**Run 1: sequential cells grouped by signal name**

Other sequential cells in the stronger gray, the rest of the logic in the fainter gray.
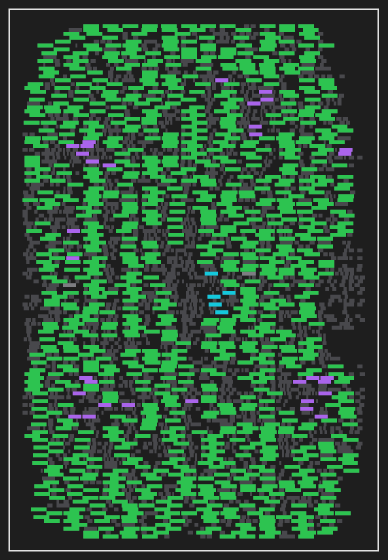
**Run 1: routing congestion map**

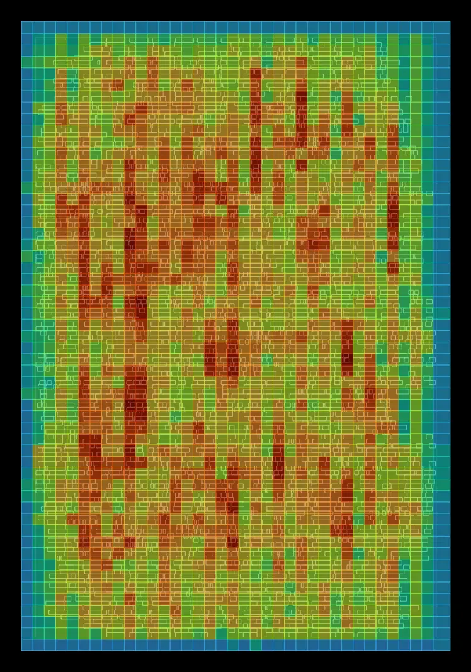
**Run 1: placement density heat map**

The die is cut into 26 by 38 equal tiles; black is low, pale yellow is high, 0 to 100% covered.
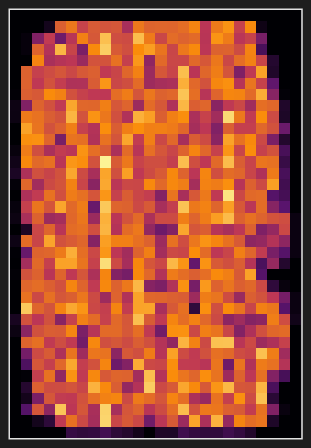
**src/rtl/ram_dp_be_if.sv**
```systemverilog
// Bus bundle for ram_dp_be: write port, read port, clear request and status.
interface ram_dp_be_if #(
    parameter int DATA_W = 32,
    parameter int ADDR_W = 5
);
    // Handshake: the master may present a write (wena) and/or a read (rena)
    // every cycle; there is no ready signal. busy=1 means both ports are
    // ignored. A read accepted at edge n produces rdata with rvalid=1 for
    // exactly the cycle after edge n. clr is honoured only when busy=0.
    logic              clr;
    logic              busy;
    logic              wena;
    logic [ADDR_W-1:0] waddr;
    logic [DATA_W-1:0] wdata;
    logic [DATA_W/8-1:0] wbe;
    logic              rena;
    logic [ADDR_W-1:0] raddr;
    logic [DATA_W-1:0] rdata;
    logic              rvalid;
    logic [0:0]        state;   // FSM state, exported for observation

    modport master (
        output clr, wena, waddr, wdata, wbe, rena, raddr,
        input  busy, rdata, rvalid, state
    );

    modport slave (
        input  clr, wena, waddr, wdata, wbe, rena, raddr,
        output busy, rdata, rvalid, state
    );
endinterface

```
**src/rtl/ram_dp_be.sv**
```systemverilog
// Simple-dual-port RAM with byte enables, registered read with valid strobe,
// selectable read-during-write policy and a clear engine that zeroes every
// entry after reset or on request.
module ram_dp_be #(
    parameter int DATA_W  = 32,
    parameter int ADDR_W  = 5,
    parameter int DEPTH   = 32,
    parameter int RD_MODE = 0    // 0: read-first, 1: write-first bypass
) (
    input  logic          clk,
    input  logic          rst,
    ram_dp_be_if.slave    bus
);
    localparam int NB = DATA_W / 8;

    localparam logic [0:0] S_IDLE  = 1'b0;
    localparam logic [0:0] S_CLEAR = 1'b1;

    logic [0:0]        state;
    logic [ADDR_W-1:0] cnt;
    logic [DATA_W-1:0] mem [0:DEPTH-1];

    logic              idle;
    logic              w_in;
    logic              r_in;
    logic              wr_go;
    logic              rd_go;
    logic              collide;
    logic [DATA_W-1:0] old_word;
    logic [DATA_W-1:0] rd_word;

    assign idle  = (state == S_IDLE);
    assign w_in  = ({1'b0, bus.waddr} < (ADDR_W+1)'(DEPTH));
    assign r_in  = ({1'b0, bus.raddr} < (ADDR_W+1)'(DEPTH));
    // A clr accepted at this edge starts the sweep, so user traffic on the
    // same edge is dropped to keep rvalid low for the whole busy window.
    assign wr_go = idle && !bus.clr && bus.wena && w_in;
    assign rd_go = idle && !bus.clr && bus.rena;
    assign collide = wr_go && r_in && (bus.raddr == bus.waddr);

    assign bus.busy  = !idle;
    assign bus.state = state;

    // Read word selection: out-of-range reads return zero; in write-first
    // mode a colliding write is merged byte by byte over the old word.
    always_comb begin
        old_word = '0;
        if (r_in) old_word = mem[bus.raddr];
        rd_word = old_word;
        if (RD_MODE == 1 && collide) begin
            for (int k = 0; k < NB; k++) begin
                if (bus.wbe[k]) rd_word[8*k +: 8] = bus.wdata[8*k +: 8];
            end
        end
    end

    // Clear engine FSM: sweep entries 0..DEPTH-1, then serve the ports.
    always_ff @(posedge clk or posedge rst) begin
        if (rst) begin
            state <= S_CLEAR;
            cnt   <= '0;
        end else if (state == S_CLEAR) begin
            if (cnt == ADDR_W'(DEPTH - 1)) begin
                state <= S_IDLE;
                cnt   <= '0;
            end else begin
                cnt <= cnt + 1'b1;
            end
        end else if (bus.clr) begin
            state <= S_CLEAR;
            cnt   <= '0;
        end
    end

    // Storage update: sweep writes zero, otherwise byte-enabled user write.
    always_ff @(posedge clk) begin
        if (!idle) begin
            mem[cnt] <= '0;
        end else if (wr_go) begin
            for (int k = 0; k < NB; k++) begin
                if (bus.wbe[k]) mem[bus.waddr][8*k +: 8] <= bus.wdata[8*k +: 8];
            end
        end
    end

    // Registered read port: rdata holds between reads, rvalid pulses once.
    always_ff @(posedge clk or posedge rst) begin
        if (rst) begin
            bus.rdata  <= '0;
            bus.rvalid <= 1'b0;
        end else begin
            bus.rvalid <= rd_go;
            if (rd_go) bus.rdata <= rd_word;
        end
    end
endmodule

```
**src/flat_wrapper.sv**
```systemverilog
// flat-port wrapper written by rule: the top's interface ports become plain ports
module ram_dp_be_flat 
#(
    parameter int DATA_W  = 32,
    parameter int ADDR_W  = 5,
    parameter int DEPTH   = 32,
    parameter int RD_MODE = 0                                           
)
  (clk, rst, bus_clr, bus_wena, bus_waddr, bus_wdata, bus_wbe, bus_rena, bus_raddr, bus_busy, bus_rdata, bus_rvalid, bus_state);
  ram_dp_be_if #(.DATA_W(DATA_W), .ADDR_W(ADDR_W)) bus_i ();
  input  logic clk;
  input  logic rst;
  input wire logic [$bits(bus_i.clr)-1:0] bus_clr;
  input wire logic [$bits(bus_i.wena)-1:0] bus_wena;
  input wire logic [$bits(bus_i.waddr)-1:0] bus_waddr;
  input wire logic [$bits(bus_i.wdata)-1:0] bus_wdata;
  input wire logic [$bits(bus_i.wbe)-1:0] bus_wbe;
  input wire logic [$bits(bus_i.rena)-1:0] bus_rena;
  input wire logic [$bits(bus_i.raddr)-1:0] bus_raddr;
  output wire logic [$bits(bus_i.busy)-1:0] bus_busy;
  output wire logic [$bits(bus_i.rdata)-1:0] bus_rdata;
  output wire logic [$bits(bus_i.rvalid)-1:0] bus_rvalid;
  output wire logic [$bits(bus_i.state)-1:0] bus_state;
  assign bus_i.clr = bus_clr;
  assign bus_i.wena = bus_wena;
  assign bus_i.waddr = bus_waddr;
  assign bus_i.wdata = bus_wdata;
  assign bus_i.wbe = bus_wbe;
  assign bus_i.rena = bus_rena;
  assign bus_i.raddr = bus_raddr;
  assign bus_busy = bus_i.busy;
  assign bus_rdata = bus_i.rdata;
  assign bus_rvalid = bus_i.rvalid;
  assign bus_state = bus_i.state;
  ram_dp_be #(.DATA_W(DATA_W), .ADDR_W(ADDR_W), .DEPTH(DEPTH), .RD_MODE(RD_MODE)) u_core (.clk(clk), .rst(rst), .bus(bus_i));
endmodule
```
**config.mk**
```make
export PLATFORM = sky130hd
export DESIGN_NAME = ram_dp_be_flat
export DESIGN_NICKNAME = d
export VERILOG_FILES = /design/src/rtl/ram_dp_be_if.sv /design/src/rtl/ram_dp_be.sv /design/src/flat_wrapper.sv
export SDC_FILE = /design/constraint.sdc
export NUM_CORES = 1
export LEC_CHECK = 0
export CAP_MARGIN = 20
export CELL_PAD_IN_SITES_DETAIL_PLACEMENT = 1
export CELL_PAD_IN_SITES_GLOBAL_PLACEMENT = 1
export CORE_ASPECT_RATIO = 1.5
export CORE_MARGIN = 8
export CORE_UTILIZATION = 48
export DETAILED_ROUTE_END_ITERATION = 10
export PLACE_DENSITY_LB_ADDON = 0.1
export SYNTH_ARGS = -nofsm -noshare
export SYNTH_HDL_FRONTEND = slang
export SYNTH_SLANG_ARGS = --single-unit
```
**constraint.sdc**
```tcl
create_clock -name clk -period 2.7 [get_ports clk]
set_input_delay 0.27 -clock clk [delete_from_list [all_inputs] [get_ports clk]]
set_output_delay 0.27 -clock clk [all_outputs]
set_load 0.02 [all_outputs]
```
==> ds_physical_params.txt, run 1 <==
Summary of implementation characteristics

Parameter                              Value

Outcome
  Outcome .................. complete, no violations

Synth
  Synth unique cells .................. approximately 44
  Average instance area after synthesis .................. 17.67 um^2
  Number of register bits inferred by synthesis .................. ~1100
  AO/OA Area Share .................. 0.08036
  Chip Area, Yosys .................. ~42000 um^2
  Synthesized instance count .................. 2398
  Leading post-synthesis cells by cell area .................. sky130_fd_sc_hd__edfxtp_1 (73%), sky130_fd_sc_hd__mux2i_1 (12%), sky130_fd_sc_hd__a22oi_1 (2.3%)
  Number of nets in the synthesized netlist .................. about 2500
  Warnings from Yosys .................. 0
  Area fraction of the dominant cell type after synthesis .................. 0.7255
  Dominant synthesized flop cell .................. sky130_fd_sc_hd__edfxtp_1
  Synthesized area .................. ~42000 um^2
  Yosys cell count .................. around 2400
  Largest area contributor in the netlist .................. sky130_fd_sc_hd__edfxtp_1
  Synth Area in XOR/XNOR .................. 0.0004133
  Async set or reset register ratio after synthesis .................. 0.03669
  Seq share, synth .................. 0.7486
  Flip-flops with a built-in enable .................. between 1000 and 1500
  Multiplexer share of the synthesized area .................. 0.1217
  Simple-gate share of the synthesized area .................. 0.02790
  Prevailing logic family in the synthesized netlist .................. multiplexers

Timing
  Final worst path period need .................. 2645 ps
  Clock Skews .................. about 22 ps
  Timing-limited maximum frequency .................. around 0.38 GHz
  Post-Route Hold Slack .................. about 130 ps
  Unrepaired setup endpoints after global routing .................. no
  Final tally of hold violations .................. 0
  Final worst setup slack .................. about 55 ps
  Final-report max-slew violation count .................. 0
  Tightest slew margin relative to the limit .................. 0.2262
  Endpoints failing setup .................. 0
  Actual transition at the worst max-transition pin .................. between 1000 and 1500 ps
  Fin crit share .................. 0.9796
  Post-route setup TNS .................. 0 ps

Setup path
  Cells on worst reg2reg path .................. 7
  Biggest fanout along the worst timing path .................. 11
  Timing endpoint of the critical path .................. u_core.mem[13][24]
  Worst Path Arrival .................. between 3000 and 4000 ps
  R2r endpoint .................. u_core.mem[13][24]
  Startpoint-to-endpoint class of the critical path .................. register to register
  Register-to-Register Setup Slack .................. ~55 ps
  FF-to-FF Start .................. u_core.bus.busy
  Critical path startpoint .................. u_core.bus.busy
  Setup crit start kind .................. register
  Req. time, crit path .................. between 3000 and 4000 ps
  Endpoint type of the worst setup path .................. register

Drt
  Initial drt markers .................. roughly 1600
  Vias per inst .................. approximately 6
  Residual DRC .................. 0
  Detailed-router iteration count before antenna repair .................. 6
  Count of antenna-violating nets left after detailed routing .................. 0
  Via count .................. roughly 23000
  Drt total wl .................. 117000 um

Final layout
  Layout cell share with drive strength beyond 1 .................. 0.1997
  Top library cells by usage in the layout, fill and taps aside .................. sky130_fd_sc_hd__edfxtp_1 (1024), sky130_fd_sc_hd__mux2i_1 (512), sky130_fd_sc_hd__buf_4 (281)
  Count of inserted antenna diode cells .................. 0
  Area grow syn2layout .................. 19.42%
  Most common cell after layout, fill and taps aside .................. sky130_fd_sc_hd__edfxtp_1
  Fill cells .................. a little under 8000
  Area taken by multi-input logic gates .................. just under 10000 um^2
  Post-route cell area .................. ~50000 um^2
  Count of nets after finishing .................. between 2000 and 3000
  Non-filler cells in the finished layout .................. roughly 4000

Power
  Total power consumption of the routed design .................. 41.93 mW
  Maximum VDD drop .................. 0.0005593 V
  Leakage power of the design .................. about 18 nW
  Cell Pwr Density .................. approximately 830 nW/um^2

Clock network
  Number of buffers inserted during clock tree synthesis .................. 98
  Post-CTS setup repair buffer count .................. 0
  CTS tree .................. yes
  Resized Gates After CTS .................. 2
  Max H-tree Level .................. 3
  CTS Sinks .................. between 1000 and 1500
  CTS Root Buffer Type .................. sky130_fd_sc_hd__clkbuf_16
  Max Root-Sink Buffers .................. 3
  CTS clock-pin slew for the worst setup and hold paths .................. ~60 ps
  Insertion delay of the later-clocked pin in the worst-skew pair .................. around 690 ps
  Post-cts hold buffer count .................. 0

GRT
  Number of antenna violations at the first check in global routing .................. 0
  Global-route wire length before repair .................. approximately 170000 um
  Global routing usage summed across all routing layers .................. 0.2348
  Largest net degree at the start of global routing .................. between 50 and 60
  Remaining global-route overflow .................. 0

Floorplanning
  Number of top-level design ports .................. roughly 86
  Horizontal die dimension .................. 258.6 um
  Chip area .................. approximately 100000 um^2
  Floorplan die height .................. between 300 and 400 um

Place
  Port Buf Inserts .................. around 85
  Final weighted congestion in routability-driven placement .................. 0.8337
  Cell area after placement .................. 47270 um^2
  Half-perimeter wire length after detailed placement .................. roughly 77000 um

Job
  Count of warning messages emitted by the tools .................. 27
  Max-cap viol count .................. 0

Min path
  Class of the tightest hold or removal check .................. primary input to asynchronous set/reset pin
Back to the opening pictures, 'sequential cells grouped by signal name':
Key: green = `u_core.mem` [sequential cells 1024, where spread over the die]; purple = `u_core.bus.rdata` [sequential cells 32]; cyan = `u_core.cnt` [sequential cells 5, where center]
FF+latch area: 31730 um^2
total sequential power: 20.7 mW

Back to the opening pictures, 'routing congestion map':
Layout Utilization: 0.5782
detail-routed net length per standard cell: 29.24 um

Back to the opening pictures, 'placement density heat map':
The fullest tile reaches 98%. The emptiest ninth of the die: north-east. 11% of the tiles are over 75% full.
Pre-Place Util: 0.4842
area of the core: 87530 um^2

-- run 1: report_power, final --
part / switching (mW) / total [mW] / internal [mW]
combinational: 4.30 / 6.92 / 2.62
clock: 6.01 / 14.3 / 8.29
sequential: 0.686 / 20.7 / 20.0
total: 11.0 / 41.9 / 30.9
-- run 1: per-layer routing --
metal | up-vias | wire length [um] | global-route usage | part of all wire
met5 | - | 0 | 0 | 0
met4 | 0 | 4088 | 0.09283 | 0.035
met3 | 177 | 4551 | 0.02786 | 0.039
met2 | 553 | 61010 | 0.4164 | 0.52
met1 | 12340 | 47350 | 0.2902 | 0.40
li1 | 10380 | - | - | -
-- run 1: cell type report --
| class | instances | area share |
|---|---|---|
| flip-flops and latches | 1063 | 0.6269 |
| well taps | 1147 | 0.02836 |
| multi-input cells | 1179 | 0.1950 |
| clock inverters | 52 | 0.01286 |
| clock buffers | 126 | 0.05236 |
| inverters | 3 | 0.0002225 |
| repair buffers | 431 | 0.08430 |
-- run 1: kinds of logic after synthesis --
logic type	count (synthesis)
compound gates	410
simple gates	251
xor+xnor	2
buf+inv	156
fa+ha+maj	2
mux	514
flops	1063
-- run 1: worst max-delay path: stages (launching register included) --
cell and delay [ps]:
sky130_fd_sc_hd__dfstp_2 390, sky130_fd_sc_hd__nor2_2 130, sky130_fd_sc_hd__and3_4 360, sky130_fd_sc_hd__buf_4 200
sky130_fd_sc_hd__nor3_2 50, sky130_fd_sc_hd__a31oi_2 890, sky130_fd_sc_hd__nor2_1 140, sky130_fd_sc_hd__buf_4 220
-- run 1: Yosys cell counts, types with 2 or more instances --
master / instances
sky130_fd_sc_hd__buf_2: 29
sky130_fd_sc_hd__nor3_2: 6
sky130_fd_sc_hd__nand2_2: 8
sky130_fd_sc_hd__buf_6: 19
sky130_fd_sc_hd__nor2_1: 132
sky130_fd_sc_hd__buf_1: 8
sky130_fd_sc_hd__clkbuf_4: 4
sky130_fd_sc_hd__and2_1: 33
sky130_fd_sc_hd__ha_1: 2
sky130_fd_sc_hd__o41ai_2: 32
sky130_fd_sc_hd__a22o_1: 65
sky130_fd_sc_hd__nand2_1: 40
sky130_fd_sc_hd__mux2i_1: 512
sky130_fd_sc_hd__clkbuf_1: 70
sky130_fd_sc_hd__nand2b_1: 8
sky130_fd_sc_hd__a21o_1: 4
sky130_fd_sc_hd__a221oi_1: 64
sky130_fd_sc_hd__nor3_1: 3
sky130_fd_sc_hd__nor2b_1: 7
sky130_fd_sc_hd__a31oi_2: 9
sky130_fd_sc_hd__buf_4: 23
sky130_fd_sc_hd__or4_1: 2
sky130_fd_sc_hd__o22ai_1: 32
sky130_fd_sc_hd__edfxtp_1: 1024
sky130_fd_sc_hd__o21ai_0: 5
sky130_fd_sc_hd__inv_1: 3
sky130_fd_sc_hd__a22oi_1: 128
sky130_fd_sc_hd__dfrtp_1: 38
sky130_fd_sc_hd__a41oi_2: 6
sky130_fd_sc_hd__a21oi_1: 64
sky130_fd_sc_hd__nor4_1: 5
-- run 1: flip-flops by register name (all words and copies together) (netlist names) --
name               cells
u_core.bus.rdata      32
u_core.cnt             5
u_core.mem          1024
u_core.bus.busy        1
u_core.bus.rvalid      1
**Run 1: placed cells, one color a class**

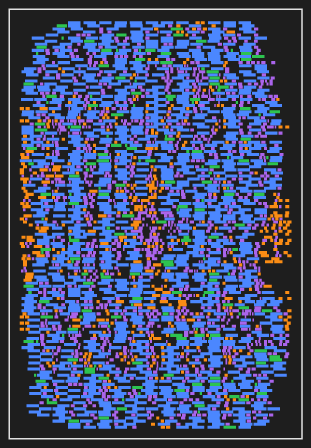

==> run 2, diff against run 1 <==
Clock period 2.7 ns to 2.5 ns, I/O delays scaled along.
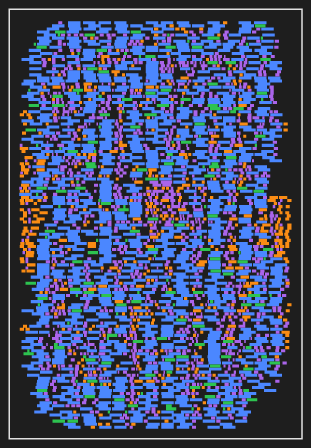
**Above:** run 2 (placed cells, one color a class).
Key: purple = combinational and other logic [cells 1182, share of their area 20%]; orange = remaining buffers and delay cells [cells 451, share of their area 9.6%]; green = clock drivers and dummy loads [cells 180, share of their area 6.5%]; blue = sequential cells [cells 1063, share of their area 64%]
flop share of the area: 0.6199
Layout Utilization: 0.5848
post-route cell area: 51180 um^2
site row count: 133

==> run 2 against run 1 <==
Effect of this change: combinational power up about 10%; largest power group unchanged; global-route usage about the same; final cell count up 0.55%; via count about the same; synthesized cell count unchanged; first-iteration DRC count down 0.96%.
==> ds_physical_params.txt, run 2 <==
Summary of implementation characteristics

Parameter                              Value

Job
  Count of warning messages emitted by the tools .................. 28
  Max-cap viol count .................. 0

Outcome
  Outcome .................. complete, no violations

Synth
  Largest area contributor in the netlist .................. sky130_fd_sc_hd__edfxtp_1
  Most numerous cell in the Yosys netlist .................. sky130_fd_sc_hd__edfxtp_1
  Commonest cells in the netlist .................. sky130_fd_sc_hd__edfxtp_1 (1024), sky130_fd_sc_hd__mux2i_1 (512), sky130_fd_sc_hd__nor2_1 (132), sky130_fd_sc_hd__a22oi_1 (128), sky130_fd_sc_hd__clkbuf_1 (70)
  Area fraction of the dominant cell type after synthesis .................. 0.7255
  Synthesized instance count .................. approximately 2400
  Synth unique cells .................. around 44
  Warnings from Yosys .................. 0
  Yosys cell count .................. between 2000 and 2500
  Async set or reset register ratio after synthesis .................. 0.03669
  Average instance area after synthesis .................. ~18 um^2
  Leading post-synthesis cells by cell area .................. sky130_fd_sc_hd__edfxtp_1 (73%), sky130_fd_sc_hd__mux2i_1 (12%), sky130_fd_sc_hd__a22oi_1 (2.3%)
  Synthesized area .................. around 42000 um^2
  Flip-flops with a built-in enable .................. about 1000
  Seq share, synth .................. 0.7486
  Number of register bits inferred by synthesis .................. 1063
  Chip Area, Yosys .................. roughly 42000 um^2
  Number of nets in the synthesized netlist .................. roughly 2500
  Dominant synthesized flop cell .................. sky130_fd_sc_hd__edfxtp_1

Final layout
  Leading registers by flop count .................. u_core.mem: 1024 flops, u_core.bus.rdata: 32 flops, u_core.cnt: 5 flops
  Fill cells .................. 7841
  FF+latch area .................. approximately 32000 um^2
  Top library cells by usage in the layout, fill and taps aside .................. sky130_fd_sc_hd__edfxtp_1 (1024), sky130_fd_sc_hd__mux2i_1 (512), sky130_fd_sc_hd__buf_4 (270)
  Layout cell share with drive strength beyond 1 .................. 0.2170
  Count of nets after finishing .................. around 2800
  Most common cell after layout, fill and taps aside .................. sky130_fd_sc_hd__edfxtp_1
  Top register by number of flip-flops .................. u_core.mem
  Area grow syn2layout .................. 20.77%
  Area taken by multi-input logic gates .................. 10010 um^2
  Number of flip-flops under the largest register name .................. between 1000 and 1500
  Count of inserted antenna diode cells .................. 0

Clock network
  CTS clock-pin slew for the worst setup and hold paths .................. about 70 ps
  Insertion delay of the later-clocked pin in the worst-skew pair .................. just under 700 ps
  CTS tree .................. yes
  Number of buffers inserted during clock tree synthesis .................. 97
  Max H-tree Level .................. 3
  Max Root-Sink Buffers .................. 3
  CTS Root Buffer Type .................. sky130_fd_sc_hd__clkbuf_16
  CTS Sinks .................. approximately 1100

Timing
  Final worst path period need .................. between 2000 and 2500 ps
  Actual transition at the worst max-transition pin .................. around 700 ps
  Clock Skews .................. between 20 and 30 ps
  Endpoints failing setup .................. 0
  Final-report max-slew violation count .................. 0
  Timing-limited maximum frequency .................. 0.4129 GHz
  Final tally of hold violations .................. 0
  Fin crit share .................. 0.9688
  Tightest slew margin relative to the limit .................. 0.5327
  Post-route setup TNS .................. 0 ps
  Unrepaired setup endpoints after global routing .................. no
  Final worst setup slack .................. 77.99 ps

Floorplanning
  Area of the core .................. just under 90000 um^2
  Pre-Place Util .................. 0.4842
  Floorplan die height .................. 379.9 um
  Number of top-level design ports .................. ~86
  Chip area .................. between 90000 and 100000 um^2
  Horizontal die dimension .................. approximately 260 um

Drt
  Detailed-router iteration count before antenna repair .................. 5
  Vias per inst .................. ~5.8
  Via count .................. 23440
  Initial drt markers .................. between 1500 and 2000
  Drt total wl .................. 117100 um
  Detail-routed net length per standard cell .................. slightly below 30 um
  Count of antenna-violating nets left after detailed routing .................. 0
  Residual DRC .................. 0

Setup path
  Endpoint type of the worst setup path .................. register
  CP max stage delay .................. between 500 and 600 ps
  Cell class contributing the biggest share of worst-path delay .................. simple AND/OR/NAND/NOR gates
  Biggest fanout along the worst timing path .................. 11
  Req. time, crit path .................. 2900 ps
  Master of the slowest instance on the critical path .................. sky130_fd_sc_hd__or4_1
  Setup crit start kind .................. primary input
  Worst Path Arrival .................. approximately 2800 ps
  Worst Path Buf+Inv .................. 3
  CP cell instances .................. clkdlybuf4s50_1 -> or4_1 -> and3_4 -> buf_4 -> nor4_1 -> a41oi_4 -> nor2_2 -> buf_12
  Startpoint-to-endpoint class of the critical path .................. primary input to register
  Register-to-Register Setup Slack .................. around 130 ps

Place
  Half-perimeter wire length after detailed placement .................. 77680 um
  Setup slack after placement .................. -652.1 ps
  Final weighted congestion in routability-driven placement .................. about 0.86
  Port Buf Inserts .................. 85

GRT
  Remaining global-route overflow .................. 0
  Global routing usage summed across all routing layers .................. 0.2345
  Via count of the first global-routing pass .................. 25530
  Largest net degree at the start of global routing .................. about 66
  Number of antenna violations at the first check in global routing .................. 0
  Global-route wire length before repair .................. ~170000 um

Min path
  Class of the tightest hold or removal check .................. primary input to register

Power
  Maximum VDD drop .................. about 0.00057 V
  Total power consumption of the routed design .................. roughly 45 mW
  Leakage power of the design .................. around 19 nW
  Cell Pwr Density .................. 882.3 nW/um^2
==> run 2: worst register-to-register path, stage by stage (launching register included) <==
cell and delay [ps]:
sky130_fd_sc_hd__dfstp_2 540, sky130_fd_sc_hd__nor2_2 40, sky130_fd_sc_hd__and3_4 220, sky130_fd_sc_hd__buf_4 200
sky130_fd_sc_hd__nor4_1 420, sky130_fd_sc_hd__a41oi_4 210, sky130_fd_sc_hd__nor2_2 320, sky130_fd_sc_hd__buf_12 160
==> run 2: repair_timing <==
item | in CTS | in global routing
buffers inserted | 0 | 2
endpoints found under the hold margin | 17 | 0
hold buffers | 1 | 0
endpoints found under the setup margin | 209 | 155
pin swaps | 1 | 0
resized | 8 | 7
==> run 2: per-stage QoR <==
step | area, um^2 | std cells | hold WS (ps) | util
after global placement | 47780 | 3837 | 496.8 | 0.5459
after global routing | 51180 | 4023 | 386.0 | 0.5848
after detailed placement | 47820 | 3840 | 496.7 | 0.5463
after floorplan | 42460 | 2398 | 346.7 | -
after CTS | 51110 | 4021 | 328.0 | 0.5840
final | 51180 | 4023 | 370.8 | 0.5848
==> run 2: power by group <==
group	internal (mW)	switching, mW
Sequential	21.6	0.826
Combinational	2.98	4.65
Clock	8.67	6.39
==> run 2: worst paths after layout <==
| check | from | end | depth (start not counted) |
|---|---|---|---|
| setup / recovery | bus_wbe[0] | u_core.mem[3][3] | 8 |
| hold / removal | bus_clr | u_core.cnt[1] | 3 |
| setup reg to reg | u_core.bus.busy | u_core.mem[3][3] | 7 |
| hold reg to reg | u_core.bus.rdata[23] | u_core.bus.rdata[23] | 2 |
| max in group asynchronous | rst | u_core.bus.busy | 4 |
| min in group asynchronous | rst | u_core.bus.rdata[14] | 4 |
==> run 2: layout make-up <==
cell class / instances / share of cell area
clock buffers: 128 / 0.05314
clock inverters: 52 / 0.009974
inverters: 3 / 0.0002200
multi-input cells: 1179 / 0.1955
flip-flops and latches: 1063 / 0.6199
well taps: 1147 / 0.02804
repair buffers: 451 / 0.09323
==> run 2: cells by family after synthesis <==
logic type / share of synthesized area
fa+ha+maj: 0.0005903
mux: 0.1217
simple gates: 0.02790
compound gates: 0.08036
flops: 0.7486
buf+inv: 0.02043
xor+xnor: 0.0004134
==> run 2: per-layer routing <==
metal | GRT usage | vias to the layer above | routed length [um]
met5 | 0 | - | 0
met4 | 0.08981 | 0 | 3915
met3 | 0.02813 | 192 | 4495
met2 | 0.4183 | 587 | 61170
met1 | 0.2889 | 12240 | 47490
li1 | - | 10420 | -
**Run 2: placement density heat map**

The die is cut into 26 by 38 equal tiles; black is low, pale yellow is high, 0 to 100% covered.
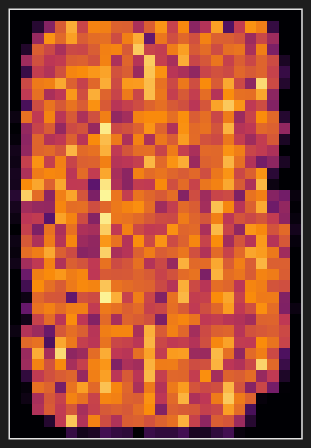

==> run 3, diff against run 2 <==
Settings changed: CORE_MARGIN 8 to 4.
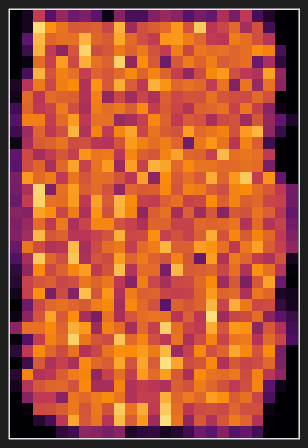
**Above:** run 3 (placement density heat map).
The die is cut into 25 by 37 equal tiles; black is low, pale yellow is high, 0 to 100% covered.
The fullest tile reaches 94%. 12% of the tiles are over 75% full. 5.9% of the tiles are nearly empty. The mean over all tiles is 54%.
Layout Utilization: 0.5855
area of the core: 87700 um^2

==> run 3 against run 2 <==
Effect of this change: critical endpoint is now u_core.mem[15][19]; sequential power hardly changed; the flow now finishes with violations (setup timing); global-route usage is 1.6 points higher; power is 1.9% higher; combinational power is 1% higher; critical path type is now register to register; critical path depth stayed put.
==> ds_physical_params.txt, run 3 <==
Summary of implementation characteristics

Parameter                              Value

Synth
  Average instance area after synthesis .................. ~18 um^2
  Most numerous cell in the Yosys netlist .................. sky130_fd_sc_hd__edfxtp_1
  Flip-flops with a built-in enable .................. around 1000
  Area fraction of the dominant cell type after synthesis .................. 0.7255
  Yosys cell count .................. between 2000 and 2500
  Leading post-synthesis cells by cell area .................. sky130_fd_sc_hd__edfxtp_1 (73%), sky130_fd_sc_hd__mux2i_1 (12%), sky130_fd_sc_hd__a22oi_1 (2.3%)
  Async set or reset register ratio after synthesis .................. 0.03669
  Commonest cells in the netlist .................. sky130_fd_sc_hd__edfxtp_1 (1024), sky130_fd_sc_hd__mux2i_1 (512), sky130_fd_sc_hd__nor2_1 (132), sky130_fd_sc_hd__a22oi_1 (128), sky130_fd_sc_hd__clkbuf_1 (70)
  Number of nets in the synthesized netlist .................. between 2000 and 2500
  Largest area contributor in the netlist .................. sky130_fd_sc_hd__edfxtp_1
  Warnings from Yosys .................. 0
  Synthesized area .................. 42380 um^2
  Synth unique cells .................. 44
  Synthesized instance count .................. 2398
  Number of register bits inferred by synthesis .................. approximately 1100
  Chip Area, Yosys .................. roughly 42000 um^2
  Dominant synthesized flop cell .................. sky130_fd_sc_hd__edfxtp_1
  Seq share, synth .................. 0.7486

Clock network
  CTS tree .................. yes
  CTS Sinks .................. 1063
  Number of buffers inserted during clock tree synthesis .................. approximately 97
  CTS clock-pin slew for the worst setup and hold paths .................. 60 ps
  Insertion delay of the later-clocked pin in the worst-skew pair .................. 710 ps
  Max H-tree Level .................. 3
  CTS Root Buffer Type .................. sky130_fd_sc_hd__clkbuf_16
  Post-CTS setup repair buffer count .................. 0
  Max Root-Sink Buffers .................. 3

GRT
  Via count of the first global-routing pass .................. about 26000
  Global-route wire length before repair .................. approximately 170000 um
  Number of antenna violations at the first check in global routing .................. 0
  Largest net degree at the start of global routing .................. between 60 and 70
  Remaining global-route overflow .................. 0
  Global routing usage summed across all routing layers .................. 0.2510

Drt
  Via count .................. ~24000
  Vias per inst .................. just under 6
  Detailed-router iteration count before antenna repair .................. 8
  Drt total wl .................. about 120000 um
  Detail-routed net length per standard cell .................. a little under 30 um
  Initial drt markers .................. 1769
  Residual DRC .................. 0
  Count of antenna-violating nets left after detailed routing .................. 0

Timing
  Final worst setup slack .................. -10.87 ps
  Clock Skews .................. 23.82 ps
  Fin crit share .................. 1.004
  Final-report max-slew violation count .................. 0
  Actual transition at the worst max-transition pin .................. 744.4 ps
  Unrepaired setup endpoints after global routing .................. yes
  Final tally of hold violations .................. 0
  Final worst path period need .................. around 2500 ps
  Endpoints failing setup .................. 8
  Tightest slew margin relative to the limit .................. 0.5032
  Timing-limited maximum frequency .................. 0.3983 GHz

Setup path
  Cell class contributing the biggest share of worst-path delay .................. buffers and inverters
  Most prevalent standard cell on the critical path .................. sky130_fd_sc_hd__buf_4
  FF-to-FF Start .................. u_core.bus.busy
  Biggest fanout along the worst timing path .................. 13
  Req. time, crit path .................. just under 3000 ps
  R2r endpoint .................. u_core.mem[15][19]
  Startpoint-to-endpoint class of the critical path .................. register to register
  Worst Path Arrival .................. approximately 3000 ps
  Cells on worst reg2reg path .................. 8
  Setup crit start kind .................. register
  Worst Path Buf+Inv .................. 3
  Register-to-Register Setup Slack .................. -10 ps
  Endpoint type of the worst setup path .................. register
  Master of the slowest instance on the critical path .................. sky130_fd_sc_hd__a41oi_2
  CP cell instances .................. nor2_2 -> and3_4 -> buf_4 -> nor3_2 -> a41oi_2 -> buf_8 -> nor2_1 -> buf_4
  CP max stage delay .................. between 500 and 600 ps

Final layout
  Number of flip-flops under the largest register name .................. slightly above 1000
  FF+latch area .................. 31730 um^2
  Area taken by multi-input logic gates .................. approximately 10000 um^2
  Layout cell share with drive strength beyond 1 .................. 0.2230
  Count of nets after finishing .................. between 2000 and 3000
  Area grow syn2layout .................. 21.15%
  Leading registers by flop count .................. u_core.mem: 1024 flops, u_core.bus.rdata: 32 flops, u_core.cnt: 5 flops
  Top register by number of flip-flops .................. u_core.mem
  Top library cells by usage in the layout, fill and taps aside .................. sky130_fd_sc_hd__edfxtp_1 (1024), sky130_fd_sc_hd__mux2i_1 (512), sky130_fd_sc_hd__buf_4 (271)
  Fill cells .................. around 7800
  Count of inserted antenna diode cells .................. 0
  Most common cell after layout, fill and taps aside .................. sky130_fd_sc_hd__edfxtp_1

Power
  Maximum VDD drop .................. 0.0006676 V
  Cell Pwr Density .................. roughly 900 nW/um^2
  Leakage power of the design .................. between 15 and 20 nW

Floorplanning
  Horizontal die dimension .................. 250.6 um
  Site row count .................. ~130
  Pre-Place Util .................. 0.4833
  Chip area .................. 93210 um^2
  Number of top-level design ports .................. ~86
  Floorplan die height .................. between 300 and 400 um

Min path
  Worst-case hold path end point .................. u_core.bus.busy
  Worst Hold Launch .................. bus_clr
  Worst hold path stage count .................. 4
  Class of the tightest hold or removal check .................. primary input to register

Outcome
  Violated checks .................. setup timing
  Outcome .................. finished with violations

Place
  Port Buf Inserts .................. approximately 85
  Final weighted congestion in routability-driven placement .................. roughly 0.87
  Setup slack after placement .................. -836.4 ps
  Half-perimeter wire length after detailed placement .................. around 76000 um

Job
  Count of warning messages emitted by the tools .................. 29
  Max-cap viol count .................. 0
-- run 3: how the worst max path moves through the flow --
stage	to	start	depth (start not counted)	slack [ps]
after floorplan	u_core.mem[16][0]	u_core.bus.busy	8	-60
after global placement	u_core.mem[31][30]	bus_wbe[0]	7	-730
after detailed placement	u_core.mem[31][30]	bus_wbe[0]	7	-840
after CTS	u_core.mem[16][25]	u_core.bus.busy	8	5
after global routing	u_core.mem[15][19]	u_core.bus.busy	8	-60
final	u_core.mem[15][19]	u_core.bus.busy	8	-10
-- run 3: timing repair --
action,4_1_cts,5_1_grt
gates resized,10,4
hold endpoints to repair,38,0
setup endpoints to repair,120,178
hold buffers,1,0
-- run 3: area by class of cell --
type                       instances  area share
sequential                      1063      0.6179
timing repair buffer             452     0.09302
clock inverter                    64     0.01630
inverter                           3   0.0002193
clock buffer                     118     0.05020
multi-input combinational       1179      0.1944
tap                             1147     0.02795
-- run 3: kinds of logic (layout without fill, tap and decap cells) --
family                   count (synthesis)  count (layout)  synth area share
multiplexers                           514             514            0.1217
adder cells (fa/ha/maj)                  2               2         0.0005903
buffers and inverters                  156             637           0.02043
flip-flops                            1063            1063            0.7486
XOR/XNOR                                 2               2         0.0004134
AND-OR/OR-AND                          410             410           0.08036
AND/OR/NAND/NOR                        251             251           0.02790
-- run 3: power by group --
part	leakage (nW)	switching [mW]	total [mW]	internal (mW)
Clock	1.64	6.61	15.9	9.25
Combinational	7.13	4.70	7.74	3.04
Sequential	9.83	0.801	22.4	21.6
Total	18.6	12.1	46.0	33.9
-- run 3: tightest hold or removal path, stage by stage --
cell and delay, ps:
sky130_fd_sc_hd__clkdlybuf4s50_1 430, sky130_fd_sc_hd__buf_4 180, sky130_fd_sc_hd__inv_1 50, sky130_fd_sc_hd__o21ai_0 60
-- run 3: stage by stage --
stage          instance area [um^2]  setup TNS [ps]  cells  hold slack (ps)  total power [mW]
2_1_floorplan                 42460          -20750   2398            346.7             26.25
5_1_grt                       51340           -4409   4026            292.2             47.66
3_5_place_dp                  47850         -420250   3843            476.0             30.47
3_3_place_gp                  47730         -482570   3836            476.7             30.06
4_1_cts                       51320               0   4026            243.1             46.38
6_report                      51340          -84.74   4026            288.1             46.02
-- run 3: per-layer routing --
metal  wire (um)  global-route usage
met5           0                   0
met4        3183             0.07930
met1       47780              0.3151
met3        4403             0.02875
met2       62500              0.4571
No activity file was given, so power comes from the tool's default toggle rates.
